<file path="src/rtl/nn_pkg.sv">
// rtl/nn_pkg.sv - shared widths for the multiply stage and the pconv units
package nn_pkg;

  // Full-precision product width handed to the accumulate/bias stage
  localparam int PRODUCT_W = 32;

  // Default operand width (activation and weight), two's complement
  localparam int DATA_W = 16;

endpackage : nn_pkg

</file>
<file path="src/rtl/qmult.sv">
// rtl/qmult.sv - two-stage pipelined signed multiplier with burst-end flag
module qmult
  import nn_pkg::*;
#(
  // Operand width; must stay within 2..16 so the exact product fits PRODUCT_W
  parameter int N = DATA_W
) (
  input  logic                 clk,
  input  logic                 rst_n,            // active-high despite the name
  input  logic                 ce,
  input  logic                 input_vld,
  input  logic [N-1:0]         multiplicand_din,
  input  logic [N-1:0]         multiplier_din,
  output logic [PRODUCT_W-1:0] product_dout,
  output logic                 product_dout_vld,
  output logic                 product_end
);

  logic signed [N-1:0]     a_s1;
  logic signed [N-1:0]     b_s1;
  logic                    vld_s1;

  logic signed [2*N-1:0]   a_ext;
  logic signed [2*N-1:0]   b_ext;
  logic signed [2*N-1:0]   prod_full;
  logic [PRODUCT_W-1:0]    prod_ext;

  // Operands are widened to 2N before multiplying so the most-negative
  // squared case (2^(2N-2)) is computed exactly with no overflow.
  assign a_ext     = (2*N)'(a_s1);
  assign b_ext     = (2*N)'(b_s1);
  assign prod_full = a_ext * b_ext;
  assign prod_ext  = PRODUCT_W'(prod_full);

  // Stage 1: capture the operand pair and its valid bit
  always_ff @(posedge clk or posedge rst_n) begin
    if (rst_n) begin
      a_s1   <= '0;
      b_s1   <= '0;
      vld_s1 <= 1'b0;
    end else if (ce) begin
      a_s1   <= multiplicand_din;
      b_s1   <= multiplier_din;
      vld_s1 <= input_vld;
    end
  end

  // Stage 2: register the product (zeroed in empty slots) and the burst-end pulse
  always_ff @(posedge clk or posedge rst_n) begin
    if (rst_n) begin
      product_dout     <= '0;
      product_dout_vld <= 1'b0;
      product_end      <= 1'b0;
    end else if (ce) begin
      product_dout     <= vld_s1 ? prod_ext : '0;
      product_dout_vld <= vld_s1;
      // End fires on the first empty slot following a valid one
      product_end      <= product_dout_vld & ~vld_s1;
    end
  end

endmodule : qmult

</file>
<file path="config.mk">
export PLATFORM = sky130hd
export DESIGN_NAME = qmult
export DESIGN_NICKNAME = d
export VERILOG_FILES = /design/src/rtl/nn_pkg.sv /design/src/rtl/qmult.sv
export SDC_FILE = /design/constraint.sdc
export NUM_CORES = 1
export LEC_CHECK = 0
export CORE_AREA = 2 2 155 157
export DETAILED_ROUTE_END_ITERATION = 8
export DIE_AREA = 0 0 157 159
export PLACE_DENSITY = 0.69
export SLEW_MARGIN = 10
export SYNTH_ARGS = -nofsm -noshare
export SYNTH_HDL_FRONTEND = slang
export SYNTH_SLANG_ARGS = --single-unit
</file>
<file path="constraint.sdc">
create_clock -name clk -period 8.45 [get_ports clk]
set_clock_uncertainty 0.2 [all_clocks]
set_input_delay 0.845 -clock clk [delete_from_list [all_inputs] [get_ports clk]]
set_output_delay 0.845 -clock clk [all_outputs]
set_load 0.05 [all_outputs]
</file>
Run 1, cell classes on the final placement:
Scale: 1.5 px per um.
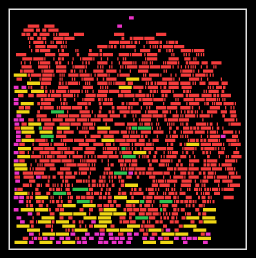
legend:
  remaining logic cells:
    colour: red
    cells: 1144
    share_of_their_area: 80%
  remaining buffers and delay cells:
    colour: magenta
    cells: 70
    share_of_their_area: 5.3%
  clock drivers and dummy loads:
    colour: green
    cells: 16
    share_of_their_area: 2.3%
  registers:
    colour: yellow
    cells: 67
    share_of_their_area: 13%
core footprint: 0.02319 mm2
post-layout util: 0.5835
sequential share of cell area: 0.1239
Site Rows: 56
Post-Layout Inst Area: 0.01353 mm2

Run 1, where the registers sit:
Scale: 4 px per um.
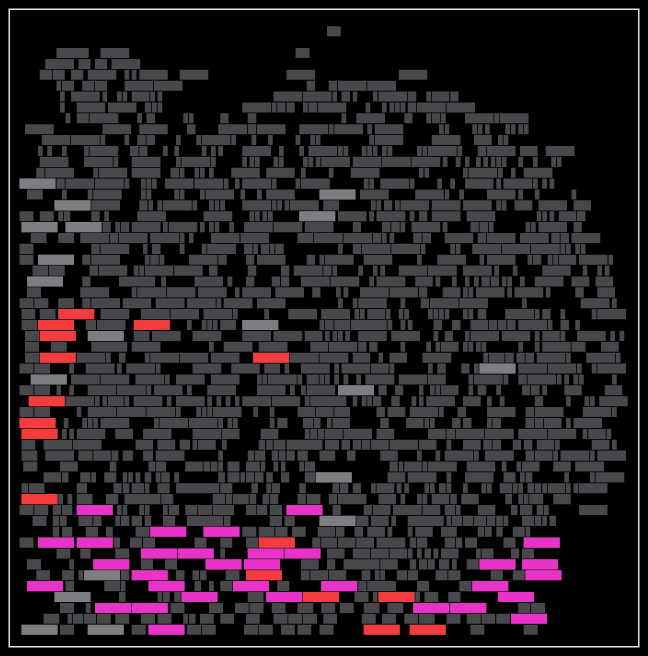
legend:
  product_dout:
    colour: magenta
    sequential_cells: 32
    where: a horizontal strip, bottom
  a_s1:
    colour: red
    sequential_cells: 16
FF/Latch Area: 0.001677 mm2

Run 1, routed metal, one colour a layer:
Scale: 2 px per um. Two of the layers only.
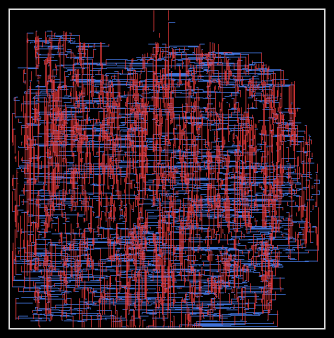
legend:
  M1:
    colour: blue
    wire_length: 11900 um
  M2:
    colour: red
    wire_length: 14800 um
DR vias: 8642
Tot GR Track Use: 0.2507
Detailed Route WL: 28.61 mm
post-DR wirelength/cell: 17.70 um

==> notes.md, run 1 <==
run metrics: fp_density 0.5312, CP startpoint a_s1[15], Max-slew headroom 0.2462, Largest register FFs 32, Die Height 159 um, placed insts 1600, layout clock buffer count 9, sequential cell count 67, CTS tree built, simple-gate share of the synthesized area 0.1312, XOR/XNOR Area Share 0.01889, CTS Buf Count 9, CTS Root Cell clkbuf_16, count of tool warnings 26, Critical R2R Capture product_dout[29], Syn Area/Cell 9.786 um2, Final Cycle Share 0.8066, Inverters 302, CP arrival 6.85 ns, yosys stat cell total 1259, Top logic family adder cells, Slowest-stage cell, CP fa_1, top cells by area fa_1, dfrtp_1, inv_1, ha_1, and2_1, total gr overflow 0, min Tclk post-route 6.816 ns, Non-clk bufs 70, CTS Hold Bufs 0, Max-cap violations 0, Post-CTS Setup Repair Bufs 0, Yosys warning total 0, final non-filler cell total 1616, Worst Path Max Fanout 17, Hold Crit Depth 1, P&R area growth vs syn 9.830%, largest net degree at the start of global routing 68, CTS H-Tree Depth 3, Bufs and invs on worst path 3, metal2 WL 14.83 mm, layer with the highest usage met2, Yosys chip area 0.01232 mm2, reg2reg setup slack 1.63 ns, top sig layer met4, share of layout cells above drive strength 1 0.04472, Area leader share 0.4257, startpoint types flop, Final Setup Violations 0, syn nets 1639, Clock-cell share 0.02228, Largest regs product_dout: 32 flops, a_s1: 16 flops, b_s1: 16 flops, Skew-Pair Late Insertion Delay 0.35 ns, drt pass-1 iters 5, commonest non-fill, non-tap cells in the layout inv_1, fa_1, nand2_1, vias in the first global route 9377, critical path depth in cells 18, Most Frequent Cell on Critical Path fa_1, cell area after synthesis 0.01232 mm2, Reg2Reg Depth 18, First DRT Iteration DRCs 377, logic gate fraction of the total cell area 0.6893, Worst Setup End Kind flop, status complete, no violations, M1 WL 11.93 mm, Fin Hold WS 0.3082 ns, Post-DP HPWL 22.99 mm, met1 usage 0.3364, NumNets Final 1672, RSZ-0062 raised after global routing false, fmax 146.7 MHz, Largest Register product_dout, Most common reg cell dfrtp_1, library cells used by synthesis 56, R2R Path Start a_s1[15], Die X 157 um, final worst slack 1.634 ns, setup TNS 0 ns, most instantiated logic cell after routing inv_1, DP Area 0.01323 mm2, mi-comb count 842, final hold violations 0, CTS max path bufs 2, Synth Area in Compound Gates 0.06703, Crit Path Class reg -> reg, Comb area 0.009328 mm2, HP Class reg -> reg, Seq share, synth 0.1361, Worst Hold Endpoint product_dout[5], dpl ws 1.650 ns, Yosys reg bits 67, mux cell area share after synthesis 0.03097, initial antenna violation count 0, met3 Usage GRT 0.03430, CTS sink count 67, cts repair resizes 0, Slew @ Worst Pin 1.131 ns, largest area contributor in the netlist fa_1, RePlAce Congestion 0.8821, vias per inst 5.348, Post-synth EDFFs 0, drt drc 0, Largest area class, layout logic gates, Slew Limit Fails 0, Mapped Cells 1259, Top Ports 70, crit path DRT 8.48 ns, diode count 0, Worst path max stage delay 0.95 ns, synth cell count leaders inv_1, fa_1, nand2_1, global-route wire length before repair 48.42 mm, non-clock buffer contribution to total cell area 0.05123, Port Buffers 69
Run 1, met3 routing:
Scale: 2 px per um.
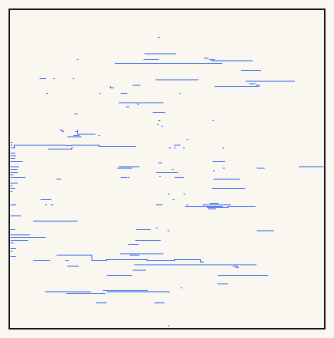

## Run 2: what changed since run 1
--- a/config.mk
+++ b/config.mk
@@ -8,7 +8,7 @@
 export CORE_AREA = 2 2 155 157
 export DETAILED_ROUTE_END_ITERATION = 8
 export DIE_AREA = 0 0 157 159
-export PLACE_DENSITY = 0.69
+export PLACE_DENSITY = 0.72
 export SLEW_MARGIN = 10
 export SYNTH_ARGS = -nofsm -noshare
 export SYNTH_HDL_FRONTEND = slang
==> constraint.sdc (replaced) <==
create_clock -name clk -period 6.2 [get_ports clk]
set_clock_uncertainty 0.2 [all_clocks]
set_input_delay 0.62 -clock clk [delete_from_list [all_inputs] [get_ports clk]]
set_output_delay 0.62 -clock clk [all_outputs]
set_load 0.05 [all_outputs]
Run 2, met3 routing:
Scale: 2 px per um.
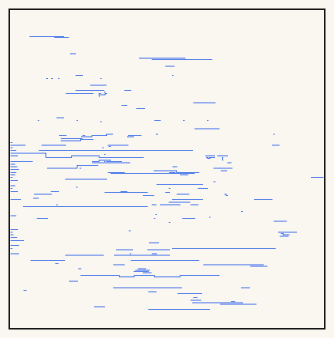
share of all routed wire: 4.5%
main direction: horizontal
nets with wire on the layer: 114
DR vias: 9154
met3 Usage GRT: 0.03375
Detailed Route WL: 31.07 mm

Run 2, cell classes on the final placement:
Scale: 1.5 px per um.
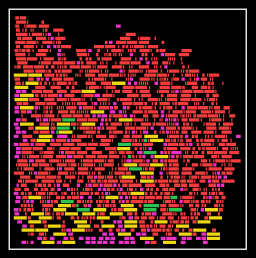
legend:
  remaining buffers and delay cells:
    colour: magenta
    cells: 185
    share_of_their_area: 11%
  clock drivers and dummy loads:
    colour: green
    cells: 16
    share_of_their_area: 2.1%
  registers:
    colour: yellow
    cells: 67
    share_of_their_area: 12%
  remaining logic cells:
    colour: red
    cells: 1144
    share_of_their_area: 75%
Post-Layout Inst Area: 0.01474 mm2
post-layout util: 0.6354
sequential share of cell area: 0.1162

Run 2, where the registers sit:
Scale: 4 px per um.
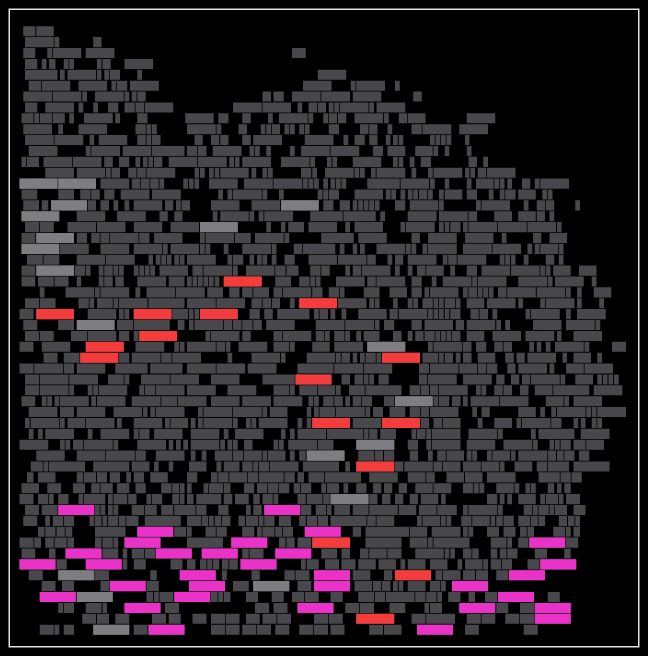
legend:
  product_dout:
    colour: magenta
    sequential_cells: 32
    where: a horizontal strip, bottom
  a_s1:
    colour: red
    sequential_cells: 16
not coloured: 19
FF/Latch Area: 0.001712 mm2

==> notes.md, run 2 <==
run metrics: Fin Hold WS 0.2994 ns, Worst path max stage delay 0.56 ns, CP startpoint a_s1[6], NumNets Final 1787, M1 WL 12.28 mm, final worst slack 0.1302 ns, non-clock buffer contribution to total cell area 0.1102, Most Frequent Cell on Critical Path fa_1, CP arrival 6.09 ns, Largest register FFs 32, Worst Hold Endpoint product_dout[4], top sig layer met4, status complete, no violations, Final Cycle Share 0.9790, Yosys chip area 0.01232 mm2, Crit Path Class reg -> reg, Post-CTS Setup Repair Bufs 0, Yosys reg bits 67, R2R Path Start a_s1[6], Yosys warning total 0, Mapped Cells 1259, Max-slew headroom 0.2323, P&R area growth vs syn 19.60%, Post-synth EDFFs 0, min Tclk post-route 6.070 ns, layout clock buffer count 12, Hold Crit Depth 1, fp_density 0.5312, mi-comb count 842, drt pass-1 iters 5, library cells used by synthesis 56, Max-cap violations 0, startpoint types flop, Non-clk bufs 185, DP Area 0.01391 mm2, Post-DP HPWL 25.70 mm, CTS tree built, Top logic family adder cells, Top Ports 70, CTS max path bufs 2, setup TNS 0 ns, final hold violations 0, critical path depth in cells 19, CTS sink count 67, final non-filler cell total 1731, Seq share, synth 0.1361, placed insts 1689, cts repair resizes 12, layer with the highest usage met2, HP Class reg -> reg, Largest Register product_dout, Critical R2R Capture product_dout[30], RePlAce Congestion 0.8848, reg2reg setup slack 0.13 ns, CTS H-Tree Depth 3, Area leader share 0.4257, drt drc 0, sequential cell count 67, top cells by area fa_1, dfrtp_1, inv_1, ha_1, and2_1, met1 usage 0.3361, CTS Root Cell clkbuf_16, largest area contributor in the netlist fa_1, total gr overflow 0, yosys stat cell total 1259, Syn Area/Cell 9.786 um2, Die X 157 um, Final Setup Violations 0, Skew-Pair Late Insertion Delay 0.34 ns, post-DR wirelength/cell 17.95 um, vias in the first global route 9901, Most common reg cell dfrtp_1, First DRT Iteration DRCs 541, CTS Hold Bufs 0, diode count 0, most instantiated logic cell after routing inv_1, dpl ws -0.1469 ns, global-route wire length before repair 50.07 mm, Comb area 0.009567 mm2, Reg2Reg Depth 19, Tot GR Track Use 0.2598, core footprint 0.02319 mm2, Worst Path Max Fanout 8, crit path DRT 6.22 ns, Worst Setup End Kind flop, logic gate fraction of the total cell area 0.6492
